Design lcb_responder_flat, sky130hd; sources not shown.
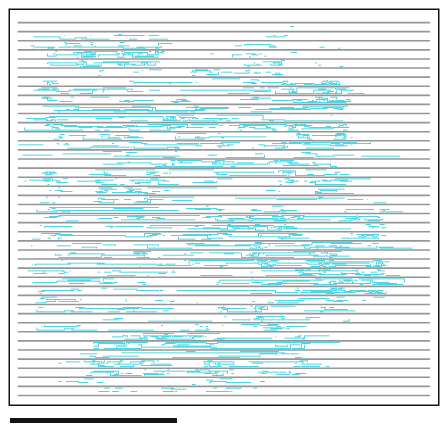
(metal 1)
The bar under the picture is 50 µm long. Supply wires on this layer in gray.
wire length on this layer: 5390 µm
longest straight run: 48.8 µm
routing usage on met1: 19.5%
drt total wl: 10.5 mm
routed vias: 3290

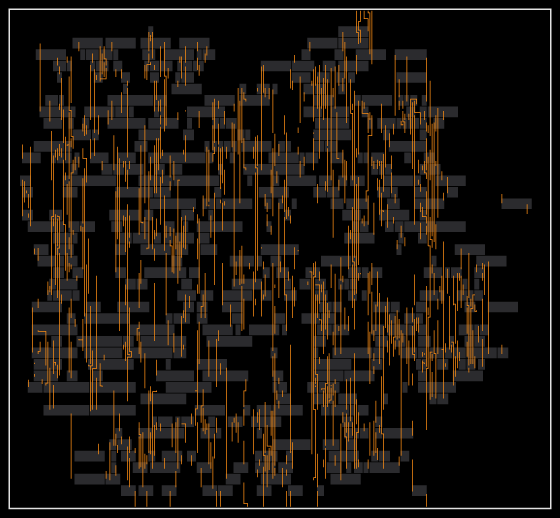
(M2 wires)
share of all routed wire: 45%
longest straight run: 43.2 µm
main direction: vertical
nets with wire on the layer: 432
wire length on this layer: 4770 µm
met2 global-route usage: 22.7%

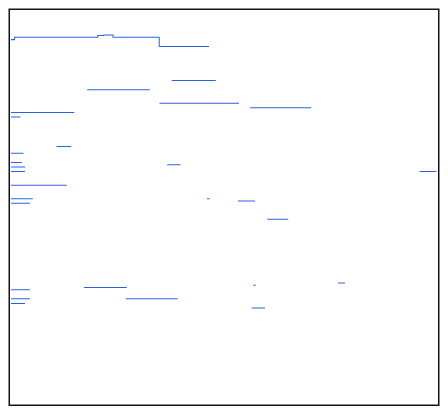
(the metal 3 layer)
main direction: horizontal
wire length on this layer: 271 µm
met3 Use GR: 4.41%

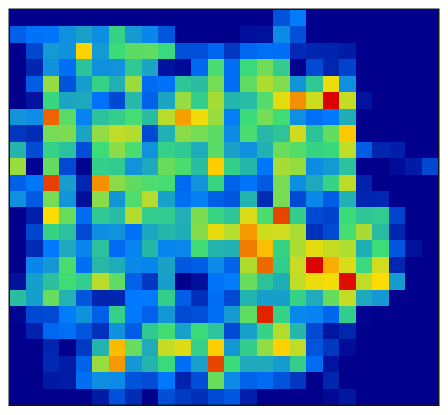
(wiring heat map)
The die is cut into 26 by 24 equal tiles; dark blue is low, red is high, scaled to the fullest tile. Values are wire area over tile area, all layers added.
nearly empty tiles: 25%
emptiest ninth of the die: top right
mean over tiles: 0.11
tiles over half the peak: 21%
Total GRT Usage: 14.5%
DR WL/cell: 15.7 µm

==> out/metrics.cfg <==
[floorplan]
io_pins=30
rows=41

[layout]
clkCellAreaFrac_pct=5.56
logic_area_um2=2260
comb_area_share_pct=43.0
antennaDiodeCount=0
fin_area_um2=5260

[yosys]
muxShareOfSynthArea_pct=3.03
syn_inst=436
synth-xor-area-share_pct=5.40
ys_types=61
synth_flops=78
synth.net_count=477

[power_and_ir_drop]
p_per_area_nw_per_um2=459
p_total_mw=2.42
ir_drop_mv=0.368

[job]
tool_warnings=33

[critical_path]
start_kind=primary input
crit_fanout=5
cpMaxStageDelayCell=clkdlybuf4s50_1
critPathTopFamily=buffers and inverters

[detailed_routing]
first_pass_iters=4
drc=0

[final_timing]
fmaxAchievable_mhz=359
slew_headroom_pct=50.5

[global_routing]
top_usage_layer=met2

[outcome]
status=finished, final reports clean

[placement]
place_worst_setup_slack_ns=-0.712

-- timing repair --
action / CTS / global route
buffers inserted: 1 / 3
gates resized: 16 / 13
cloned: 0 / 2
pin swaps: 7 / 9
hold buffers: 0 / 0
endpoints found under the hold margin: 0 / 0
setup endpoints to repair: 36 / 35
-- power by group through the flow --
stage | Combinational (mW) | Clock (mW) | Sequential (mW)
after floorplan | 0.0634 | 0 | 1.17
after global placement | 0.132 | 0 | 1.17
after detailed placement | 0.133 | 0 | 1.17
after CTS | 0.140 | 1.17 | 1.14
after global routing | 0.157 | 1.21 | 1.15
final | 0.143 | 1.13 | 1.14
-- per-stage QoR --
stage,hold slack (ns),std cells,util (%)
global placement,0.441,650,34.9
detailed placement,0.455,650,34.9
CTS,0.463,667,37.5
global route,0.474,672,38.3
finish,0.456,672,38.3
floorplan,0.432,436,-
Power figures rest on the tool's default switching activity, not on a simulated workload.
